==> images/congestion.png <==
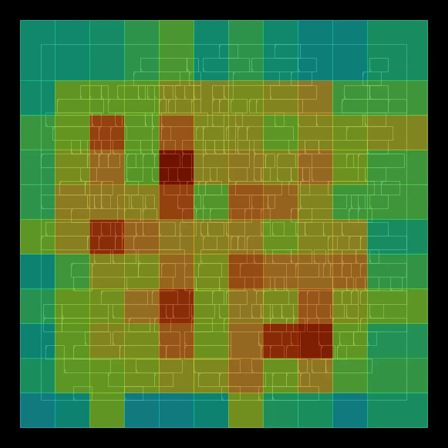
==> images/clk_routes.png <==
(3 px per um)
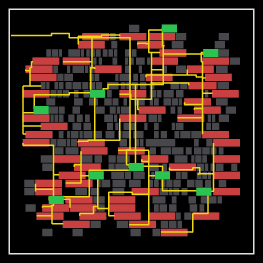
==> images/flops_by_reg.png <==
(6 px per um) Other sequential cells in the stronger grey, the rest of the logic in the fainter grey.
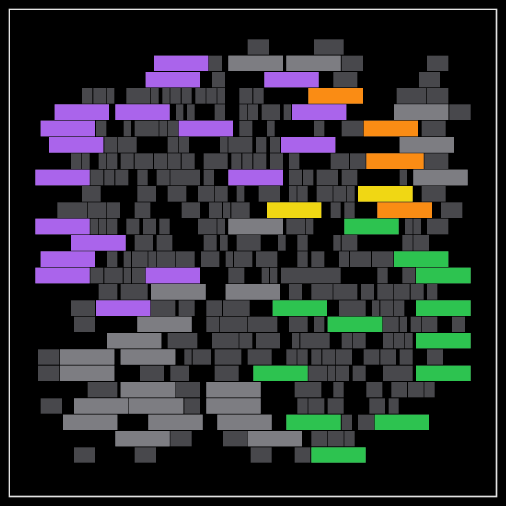
==> images/wires.png <==
(4 px per um)
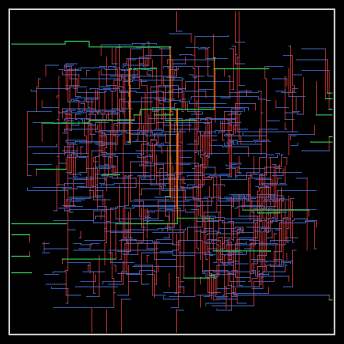
==> images/detail.png <==
Region (51, 10) to (71, 30) um. Cells in grey, sequential cells in the stronger grey; small squares are vias.
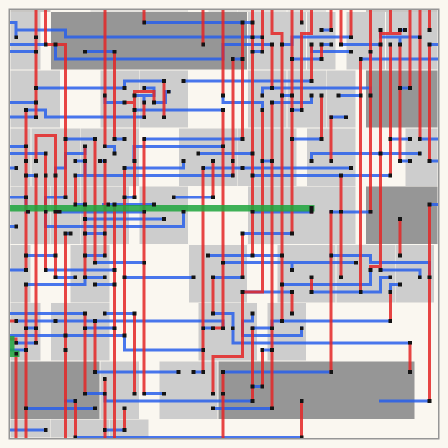
==> config.mk <==
export PLATFORM = sky130hd
export DESIGN_NAME = keypad_scanner
export DESIGN_NICKNAME = d
export VERILOG_FILES = /design/src/rtl/keypad_pkg.sv /design/src/rtl/sync2.sv /design/src/rtl/keypad_scanner.sv
export SDC_FILE = /design/constraint.sdc
export NUM_CORES = 1
export LEC_CHECK = 0
export CORE_MARGIN = 4
export CORE_UTILIZATION = 55
export DETAILED_ROUTE_END_ITERATION = 8
export PLACE_DENSITY = 0.8
export SYNTH_ARGS = -nofsm -noshare
export SYNTH_HDL_FRONTEND = slang
export SYNTH_SLANG_ARGS = --single-unit
==> constraint.sdc <==
create_clock -name clk -period 3.9 [get_ports clk]
set_input_delay 0.39 -clock clk [delete_from_list [all_inputs] [get_ports clk]]
set_output_delay 0.39 -clock clk [all_outputs]
set_load 0.02 [all_outputs]
==> src/rtl/keypad_pkg.sv <==
// rtl/keypad_pkg.sv - shared types, constants and helpers for the keypad scanner
//
// Purpose: holds the scanner FSM state type, the row drive that follows reset,
//          and the one-hot test that decides whether a column sample is a key.
// Ports:   none (package).

package keypad_pkg;

   typedef enum logic [1:0] {
      SCAN     = 2'd0,
      DEBOUNCE = 2'd1,
      HELD     = 2'd2,
      RELEASE  = 2'd3
   } scan_state_t;

   localparam logic [3:0] ROW_RESET = 4'b0001;

   // Exactly one column high counts as a key. Zero keys and chorded keys in
   // the same row both count as "no key".
   function automatic logic onehot4(input logic [3:0] v);
      return (v != 4'b0000) && ((v & (v - 4'b0001)) == 4'b0000);
   endfunction

endpackage

==> src/rtl/sync2.sv <==
// rtl/sync2.sv - two-flop synchronizer for asynchronous inputs
//
// Purpose: brings an asynchronous bus into the clk domain through two flops.
// Ports:
//    clk    in            sampling clock
//    rst_n  in            asynchronous active-low reset, clears both stages
//    d      in  [WIDTH]   asynchronous input
//    q      out [WIDTH]   synchronized output, two clocks behind d

module sync2 #(
   parameter int WIDTH = 1
) (
   input  logic             clk,
   input  logic             rst_n,
   input  logic [WIDTH-1:0] d,
   output logic [WIDTH-1:0] q
);

   logic [WIDTH-1:0] meta_q;
   logic [WIDTH-1:0] meta_d;
   logic [WIDTH-1:0] sync_q;
   logic [WIDTH-1:0] sync_d;

   always_comb begin
      meta_d = d;
      sync_d = meta_q;
   end

   always_ff @(posedge clk or negedge rst_n) begin
      if (!rst_n) begin
         meta_q <= '0;
         sync_q <= '0;
      end else begin
         meta_q <= meta_d;
         sync_q <= sync_d;
      end
   end

   assign q = sync_q;

endmodule

==> src/rtl/keypad_scanner.sv <==
// rtl/keypad_scanner.sv - 4x4 matrix keypad row scanner with press/release debounce
//
// Purpose: walks a one-hot drive across the four keypad rows, samples the
//          synchronized columns at the end of each row's dwell, debounces a
//          single key, and reports it once per physical press.
// Ports:
//    clk      in      system clock
//    reset    in      asynchronous active-low reset
//    col      in  [4] raw column pins (active-high, pulled down on the board)
//    row      out [4] one-hot row drive (registered)
//    key_row  out [4] one-hot row of the last accepted key
//    key_col  out [4] one-hot column of the last accepted key
//    en       out     one-cycle strobe, key_row/key_col updated this cycle

module keypad_scanner
   import keypad_pkg::*;
#(
   parameter int SCAN_CYCLES     = 2400,
   parameter int DEBOUNCE_CYCLES = 240000
) (
   input  logic       clk,
   input  logic       reset,
   input  logic [3:0] col,
   output logic [3:0] row,
   output logic [3:0] key_row,
   output logic [3:0] key_col,
   output logic       en
);

   localparam int DC_W = $clog2(SCAN_CYCLES);
   localparam int BC_W = $clog2(DEBOUNCE_CYCLES);

   localparam logic [DC_W-1:0] DC_LAST = DC_W'(SCAN_CYCLES - 1);
   localparam logic [DC_W-1:0] DC_ONE  = DC_W'(1);
   localparam logic [BC_W-1:0] BC_LAST = BC_W'(DEBOUNCE_CYCLES - 1);
   localparam logic [BC_W-1:0] BC_ONE  = BC_W'(1);

   logic [3:0]      cs;

   scan_state_t     state_q,   state_d;
   logic [1:0]      ri_q,      ri_d;
   logic [3:0]      row_q,     row_d;
   logic [DC_W-1:0] dc_q,      dc_d;
   logic [BC_W-1:0] bc_q,      bc_d;
   logic [3:0]      cap_q,     cap_d;
   logic [3:0]      key_row_q, key_row_d;
   logic [3:0]      key_col_q, key_col_d;
   logic            en_q,      en_d;

   logic            cap_hit;

   sync2 #(
      .WIDTH (4)
   ) u_col_sync (
      .clk   (clk),
      .rst_n (reset),
      .d     (col),
      .q     (cs)
   );

   // In HELD/RELEASE only the captured column matters, so extra keys in the
   // same row neither end the hold nor start a new press.
   assign cap_hit = |(cs & cap_q);

   always_comb begin
      state_d   = state_q;
      ri_d      = ri_q;
      dc_d      = dc_q;
      bc_d      = bc_q;
      cap_d     = cap_q;
      key_row_d = key_row_q;
      key_col_d = key_col_q;
      en_d      = 1'b0;

      case (state_q)
         SCAN: begin
            // Sample only on the last dwell cycle so the columns have had
            // SCAN_CYCLES-1 cycles (including the synchronizer) to settle.
            if (dc_q == DC_LAST) begin
               if (onehot4(cs)) begin
                  cap_d   = cs;
                  bc_d    = '0;
                  state_d = DEBOUNCE;
               end else begin
                  ri_d = ri_q + 2'd1;
                  dc_d = '0;
               end
            end else begin
               dc_d = dc_q + DC_ONE;
            end
         end

         DEBOUNCE: begin
            if (cs != cap_q) begin
               state_d = SCAN;
               ri_d    = ri_q + 2'd1;
               dc_d    = '0;
            end else if (bc_q == BC_LAST) begin
               key_row_d = row_q;
               key_col_d = cap_q;
               en_d      = 1'b1;
               state_d   = HELD;
            end else begin
               bc_d = bc_q + BC_ONE;
            end
         end

         HELD: begin
            if (!cap_hit) begin
               bc_d    = '0;
               state_d = RELEASE;
            end
         end

         RELEASE: begin
            if (cap_hit) begin
               // Release bounce: resume holding without a new strobe.
               state_d = HELD;
            end else if (bc_q == BC_LAST) begin
               state_d = SCAN;
               ri_d    = ri_q + 2'd1;
               dc_d    = '0;
            end else begin
               bc_d = bc_q + BC_ONE;
            end
         end

         default: begin
            state_d = SCAN;
         end
      endcase

      // The row drive is registered from the next row index so that row never
      // depends combinationally on anything.
      row_d = ROW_RESET << ri_d;
   end

   always_ff @(posedge clk or negedge reset) begin
      if (!reset) begin
         state_q   <= SCAN;
         ri_q      <= 2'd0;
         row_q     <= ROW_RESET;
         dc_q      <= '0;
         bc_q      <= '0;
         cap_q     <= 4'b0000;
         key_row_q <= 4'b0000;
         key_col_q <= 4'b0000;
         en_q      <= 1'b0;
      end else begin
         state_q   <= state_d;
         ri_q      <= ri_d;
         row_q     <= row_d;
         dc_q      <= dc_d;
         bc_q      <= bc_d;
         cap_q     <= cap_d;
         key_row_q <= key_row_d;
         key_col_q <= key_col_d;
         en_q      <= en_d;
      end
   end

   assign row     = row_q;
   assign key_row = key_row_q;
   assign key_col = key_col_q;
   assign en      = en_q;

endmodule

==> Changelog: implementation <==
### Physical design

* Die Y at approximately 80 um
* Hold Path Class: input pin to async pin
* Final Total Pwr at ~1.1 mW
* Slowest-stage cell, CP: o32ai_4
* Overflow after GRT at 0
* Peak Freq at between 0.3 and 0.4 GHz
* Filler instances at between 400 and 500
* Antenna-violating nets left at 0
* Most common logic cell in the routed design: dfrtp_1
* Boundary pin count at 19
* Setup slack after layout at 1.08 ns
* Nets@finish at 308
* Diodes inserted at 0
* PwrDens at about 330 nW/um^2
* FP Util at between 50% and 60%
* Top cells, area: dfrtp_1, mux2_2, a21oi_1
* Iter 0 DRT Violations at roughly 100
* Max Cap Viol at 0
* Multiplexer share at ~5.7%
* Synth area leader: dfrtp_1
* Final Setup Violations at 0
* Relative max-transition margin at between 40 and 50%
* Worst setup EP type: flip-flop
* Status: completed
* First-pass GRT wire length at ~10 mm
* TNS Setup at 0 ns
* WL met1 at 2.62 mm
* CP required at slightly above 4 ns
* Xor/xnor share at ~2.1%
* Tool warning count at 26
* CTS Buf Count at 9
* Sequential power share at a little under three fifths
* Routability congestion estimate from global placement at about 0.78
* Setup repair after global routing missed its margin: no
* Die W at between 80 and 90 um
* Non-Filler Instances at around 370
* Total clock sinks at just under 60
* Synth Seq Share at around half
* Syn-to-layout area delta at 13.4%
* Clock buffer depth at 2
* Uppermost layer routed: met4
* Initial antenna violation count at 0
Notes on congestion.png above:
All-Layer GR Usage: 20.4%
post-layout util: 64.6%
met3 Usage GRT: 6.43%

Notes on clk_routes.png above:
legend:
  flip-flops:
    colour: red
    count: 59
  clock drivers:
    colour: green
    count: 9
  clock wires:
    colour: yellow
    length: 823 um
routed clock nets: 10
flops lie: widely spread

Notes on flops_by_reg.png above:
legend:
  `ri_q`:
    colour: yellow
    placed_flops: 2
  `dc_q`:
    colour: green
    placed_flops: 12
  `bc_q`:
    colour: purple
    placed_flops: 18
  `row`:
    colour: orange
    placed_flops: 4
    where: upper right
not coloured: 23

Notes on wires.png above:
legend:
  metal 4:
    colour: orange
    wire_length: 95.9 um
  metal 2:
    colour: red
    wire_length: 2760 um
  metal 1:
    colour: blue
    wire_length: 2620 um
  metal 3:
    colour: green
    wire_length: 257 um

Notes on detail.png above:
legend:
  metal 3:
    colour: green
  metal 1:
    colour: blue
  metal 2:
    colour: red
sequential cells in the window: 2
most frequent: o31ai_1 (7), or4_1 (6)
cells with their middle in the window: 35
netlist names of flops here include: `dc_q` (2)

[final cells by class]
type	instances	area [um^2]	area share [%]
Multi-Input combinational cell	197	1380	41.4
Timing Repair Buffer	19	183	5.50
Tap cell	70	87.6	2.64
Clock inverter	6	32.5	0.980
Sequential cell	59	1480	44.5
Inverter	10	37.5	1.13
Clock buffer	10	128	3.84
[registers in the layout, summed over array words and instances (netlist names)]
register           count
bc_q                  18
cap_q                  4
dc_q                  12
en                     1
key_col                4
key_row                4
ri_q                   2
row                    4
state_q                2
u_col_sync.meta_q      4
u_col_sync.q           4
[cell usage after synthesis, types with 5 or more instances]
cell     instances
a21oi_1         17
and2_1           5
and3_1           7
dfrtp_1         58
ha_1             6
inv_1           10
mux2_2          14
nand2_1         15
nand3_1         11
nand4_1          5
nor2_1          14
o21ai_0         15
o31ai_1          9
or3_1           11
or4_1            9
[power by group through the flow]
stage	clock network, mW	registers (mW)	logic [mW]
detailed placement	0	0.631	0.0234
floorplan	0	0.630	0.00515
global placement	0	0.631	0.0230
finish	0.464	0.620	0.0224
CTS	0.481	0.620	0.0234
global route	0.501	0.620	0.0263
[worst paths after layout]
| path | end | depth (start not counted) | slack (ns) |
|---|---|---|---|
| worst max register to register | bc_q[0] | 6 | 1.08 |
| min in group clk | u_col_sync.q[3] | 0 | 0.35 |
| worst min register to register | u_col_sync.q[3] | 0 | 0.35 |
| worst min-delay path | cap_q[2] | 1 | 0.05 |
| worst max-delay path | bc_q[0] | 6 | 1.08 |
| max in group asynchronous | row[0] | 2 | 2.98 |
[through the flow]
step	cell area, um^2	utilization (%)
after CTS	3320	64.6
after global placement	3160	61.5
after detailed placement	3160	61.5
final	3320	64.6
after floorplan	2930	-
after global routing	3320	64.6
Power is estimated from default activity; no workload was simulated.
